### The metal 2 layer

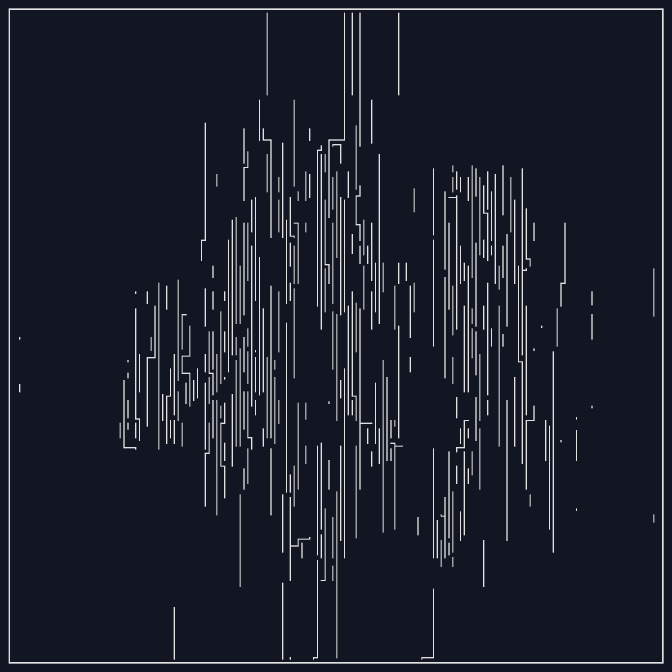
### Routed metal, one colour a layer

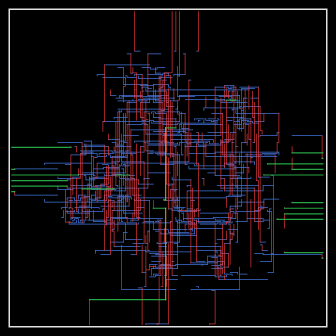
### Cell density map

8 x 8 tiles, from white (low) to dark blue (high), 0 to 100% covered.
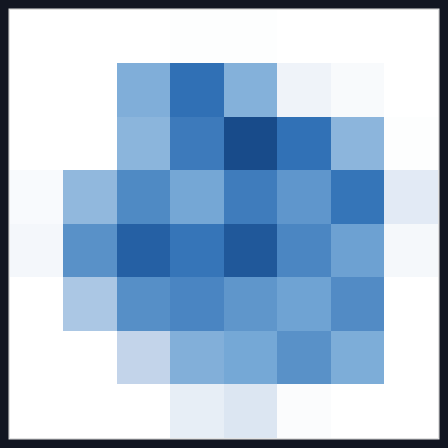
### Routing congestion

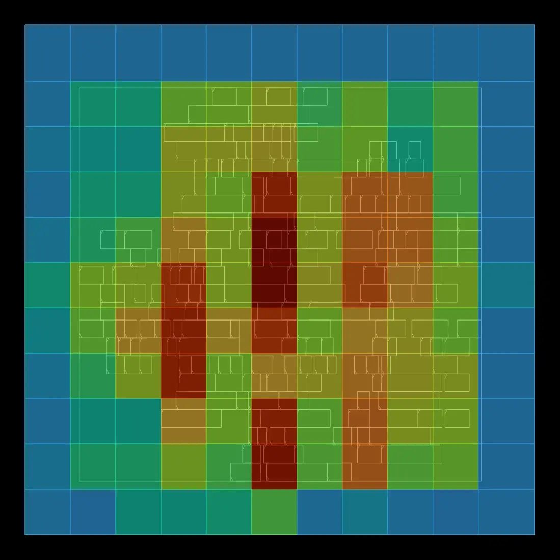
<file path="config.mk">
export PLATFORM = sky130hd
export DESIGN_NAME = ones_pattern_gen
export DESIGN_NICKNAME = d
export VERILOG_FILES = /design/src/rtl/ones_pattern_gen.sv
export SDC_FILE = /design/constraint.sdc
export NUM_CORES = 1
export LEC_CHECK = 0
export CAP_MARGIN = 25
export CELL_PAD_IN_SITES_DETAIL_PLACEMENT = 0
export CELL_PAD_IN_SITES_GLOBAL_PLACEMENT = 1
export CORE_MARGIN = 8
export CORE_UTILIZATION = 39
export DETAILED_ROUTE_END_ITERATION = 16
export GPL_TIMING_DRIVEN = 0
export PLACE_DENSITY = 0.86
export REMOVE_ABC_BUFFERS = 1
export SYNTH_ARGS = -nofsm -noshare
export SYNTH_HDL_FRONTEND = slang
export SYNTH_SLANG_ARGS = --single-unit
export TNS_END_PERCENT = 50
</file>
<file path="constraint.sdc">
create_clock -name clk -period 2.65 [get_ports clk]
set_clock_uncertainty 0.2 [all_clocks]
set_input_delay 0.3975 -clock clk [delete_from_list [all_inputs] [get_ports clk]]
set_output_delay 0.3975 -clock clk [all_outputs]
set_load 0.05 [all_outputs]
</file>
<file path="src/rtl/ones_pattern_gen.sv">
// ones_pattern_gen: enumerates every 6-bit word with exactly k ones, in
// ascending order, one word per valid/ready transfer.
//
// Handshake: word/idx/total are presented with valid=1 and stay frozen
// until a rising edge sees valid && ready; that edge is the transfer. The
// producer never withdraws valid before the transfer, and ready has no
// combinational path to any output.
module ones_pattern_gen (
    input  logic       clk,
    input  logic       rst_n,
    input  logic       start,
    input  logic [2:0] k,
    input  logic       ready,
    output logic [5:0] word,
    output logic       valid,
    output logic [4:0] idx,
    output logic [4:0] total,
    output logic       busy,
    output logic       done,
    output logic       err
);

    typedef enum logic [1:0] {
        IDLE = 2'd0,
        RUN  = 2'd1,
        FIN  = 2'd2
    } state_t;

    state_t     state_q, state_d;
    logic [5:0] word_q,  word_d;
    logic [4:0] idx_q,   idx_d;
    logic [4:0] total_q, total_d;
    logic       valid_q, valid_d;
    logic       busy_q,  busy_d;
    logic       done_q,  done_d;
    logic       err_q,   err_d;

    // Number of 6-bit words with kk ones, C(6,kk).
    function automatic logic [4:0] binom6(input logic [2:0] kk);
        logic [4:0] c;
        case (kk)
            3'd0:    c = 5'd1;
            3'd1:    c = 5'd6;
            3'd2:    c = 5'd15;
            3'd3:    c = 5'd20;
            3'd4:    c = 5'd15;
            3'd5:    c = 5'd6;
            3'd6:    c = 5'd1;
            default: c = 5'd0;
        endcase
        return c;
    endfunction

    // Smallest larger value with the same popcount. The lowest run of ones
    // is carried one place up and the leftover ones are packed at bit 0;
    // the divide by the lowest set bit is replaced by a trailing-zero shift.
    function automatic logic [5:0] next_perm(input logic [5:0] x);
        logic [6:0] xe;
        logic [6:0] lowest;
        logic [6:0] ripple;
        logic [6:0] ones;
        logic [6:0] res;
        logic [2:0] tz;
        xe     = {1'b0, x};
        lowest = xe & (~xe + 7'd1);
        ripple = xe + lowest;
        tz     = 3'd0;
        for (int i = 5; i >= 0; i--) begin
            if (x[i]) tz = 3'(i);
        end
        ones = ((ripple ^ xe) >> 2) >> tz;
        res  = ripple | ones;
        return res[5:0];
    endfunction

    logic       xfer;
    logic       last_xfer;
    logic [6:0] first_word;

    assign xfer       = valid_q && ready;
    assign last_xfer  = (idx_q == (total_q - 5'd1));
    assign first_word = (7'd1 << k) - 7'd1;

    // Next-state and next-output computation for the enumeration FSM.
    always_comb begin
        state_d = state_q;
        word_d  = word_q;
        idx_d   = idx_q;
        total_d = total_q;
        valid_d = valid_q;
        busy_d  = busy_q;
        done_d  = 1'b0;
        err_d   = 1'b0;
        case (state_q)
            IDLE: begin
                valid_d = 1'b0;
                busy_d  = 1'b0;
                if (start) begin
                    if (k > 3'd6) begin
                        err_d = 1'b1;
                    end else begin
                        state_d = RUN;
                        word_d  = first_word[5:0];
                        idx_d   = 5'd0;
                        total_d = binom6(k);
                        valid_d = 1'b1;
                        busy_d  = 1'b1;
                    end
                end
            end
            RUN: begin
                if (xfer) begin
                    if (last_xfer) begin
                        state_d = FIN;
                        valid_d = 1'b0;
                        done_d  = 1'b1;
                    end else begin
                        word_d = next_perm(word_q);
                        idx_d  = idx_q + 5'd1;
                    end
                end
            end
            FIN: begin
                state_d = IDLE;
                busy_d  = 1'b0;
            end
            default: begin
                state_d = IDLE;
                valid_d = 1'b0;
                busy_d  = 1'b0;
            end
        endcase
    end

    // State and registered outputs; reset clears everything at once.
    always_ff @(posedge clk or negedge rst_n) begin
        if (!rst_n) begin
            state_q <= IDLE;
            word_q  <= 6'd0;
            idx_q   <= 5'd0;
            total_q <= 5'd0;
            valid_q <= 1'b0;
            busy_q  <= 1'b0;
            done_q  <= 1'b0;
            err_q   <= 1'b0;
        end else begin
            state_q <= state_d;
            word_q  <= word_d;
            idx_q   <= idx_d;
            total_q <= total_d;
            valid_q <= valid_d;
            busy_q  <= busy_d;
            done_q  <= done_d;
            err_q   <= err_d;
        end
    end

    assign word  = word_q;
    assign valid = valid_q;
    assign idx   = idx_q;
    assign total = total_q;
    assign busy  = busy_q;
    assign done  = done_q;
    assign err   = err_q;

endmodule

</file>
==> impl_metrics.yaml <==
# implementation run metrics
critical_path:
  path_delay_family: "AND-OR/OR-AND gates"
  worstPathRequired_ns: 2.60
  worstPathArrival_ns: 2.44
  path_cells: "inv_1, ha_1, nor2b_1, o31a_1, a211o_4, o21ai_4, mux2_4"
  reg2reg_to: "word[4]"
  end_kind: "register"
  crit_cells: 7
clock_network:
  clkLatencyLatePin_ns: 0.26
  post_cts_buffers: 0
  cts_tree: "yes"
  numCtsBuffers: 3
  ctsHoldBuffers: 0
  clk_pin_slew_ns: 0.08
  cts_root_buf: "clkbuf_8"
  clock_sinks: 22
placement:
  dp.cells: 228
power_and_ir_drop:
  seq_power_share_pct: 27.2
  switching_share_pct: 51.74
  p_per_area_mw_per_mm2: 1345
  finalPower_mw: 2.477
  combPwrFrac_pct: 63.0
  pg_clk_uw: 242
  power.switching_mw: 1.282
  p_leak_nw: 0.7658
route:
  drt_iter0_markers: 104
  top_layer_used: "met4"
  met1_length_mm: 1.670
  drc_errors: 0
  via_per_inst: 5.828
  drt_pass1_iterations: 4
sta:
  finalHoldViolations: 0
  fin_crit_sh_pct: 93.86
  setup_viol: 0
  fin_setup_tns_ns: 0
  fin_crit_ns: 2.487
  tightest_slew_ns: 0.5621
  slew_headroom_pct: 62.46
  setup_ws_ns: 0.1627
layout:
  seq_area_share_pct: 29.89
  final_layout_size_suffix_gt1_share_pct: 12.43
  final_cell_mix: "clkdlybuf4s50_1, dfrtp_1, a21oi_1"
  area_growth_pct: 24.64
  clock_buffers: 4
  logic_area_sq_um: 867.1
  instances_no_fill: 233
  sh_comb_area_pct: 47.08
  nMultiInputCombCells: 125
  layout_top_cell: "clkdlybuf4s50_1"
  layout.area.top_class: "combinational gates"
  flop_area_sq_um: 550.5
  fillCellCount: 329
  insertedDiodeCount: 0
  inverters: 7
  buffer_area_share_pct: 15.35
yosys:
  topCombFamilyByArea: "AND-OR/OR-AND gates"
  ys_sh_simple_pct: 19.31
  synth_cells: 163
  top_cells_by_area: "dfrtp_1, a21oi_1, o21ai_0"
  synth-area-yosys_sq_mm: 0.001478
  synthAdderAreaFrac_pct: 2.540
  ys_warn_count: 0
  top_area_cell: "dfrtp_1"
  yosysUniqueCellTypes: 53
  ys_cells: 163
  synthXorXnorAreaFrac_pct: 4.064
  async_reset_ff_share_pct: 100.0
floorplanning:
  core.rowCount: 22
  dieArea_sq_mm: 0.006015
  ios: 27
  initCoreUtil_pct: 40.36
min_path:
  hold_path.class: "input port to async pin"
outcome:
  outcome: "completed"
global_routing:
  grt_pass1_wl_mm: 6.561
flow_run:
  cap_violations: 0
  warning_count: 25
## Picture notes: 'The metal 2 layer'
The layer holds 49% of the routed length. The longest straight run is 23.8 um.
DR vias: 1358
grt met2 use: 22.16%

## Picture notes: 'Routed metal, one colour a layer'
Key: red = met2 [wire length 1840 um]; orange = met4 [wire length 40.1 um]; green = met3 [wire length 188 um]; blue = met1 [wire length 1670 um]
Total Routing Usage GR: 12.91%
drt wl/cell: 16.04 um
wirelength, routed: 3.737 mm

## Picture notes: 'Cell density map'
4.7% of the tiles are over 75% full. The densest ninth of the die: centre. The emptiest ninth of the die: north-west. The fullest tile reaches 89%. 39% of the tiles are nearly empty. The mean over all tiles is 30%.

## Picture notes: 'Routing congestion'
grt peak-use layer: met2
met1 Resource Use GR: 14.83%
final core occ: 50.31%

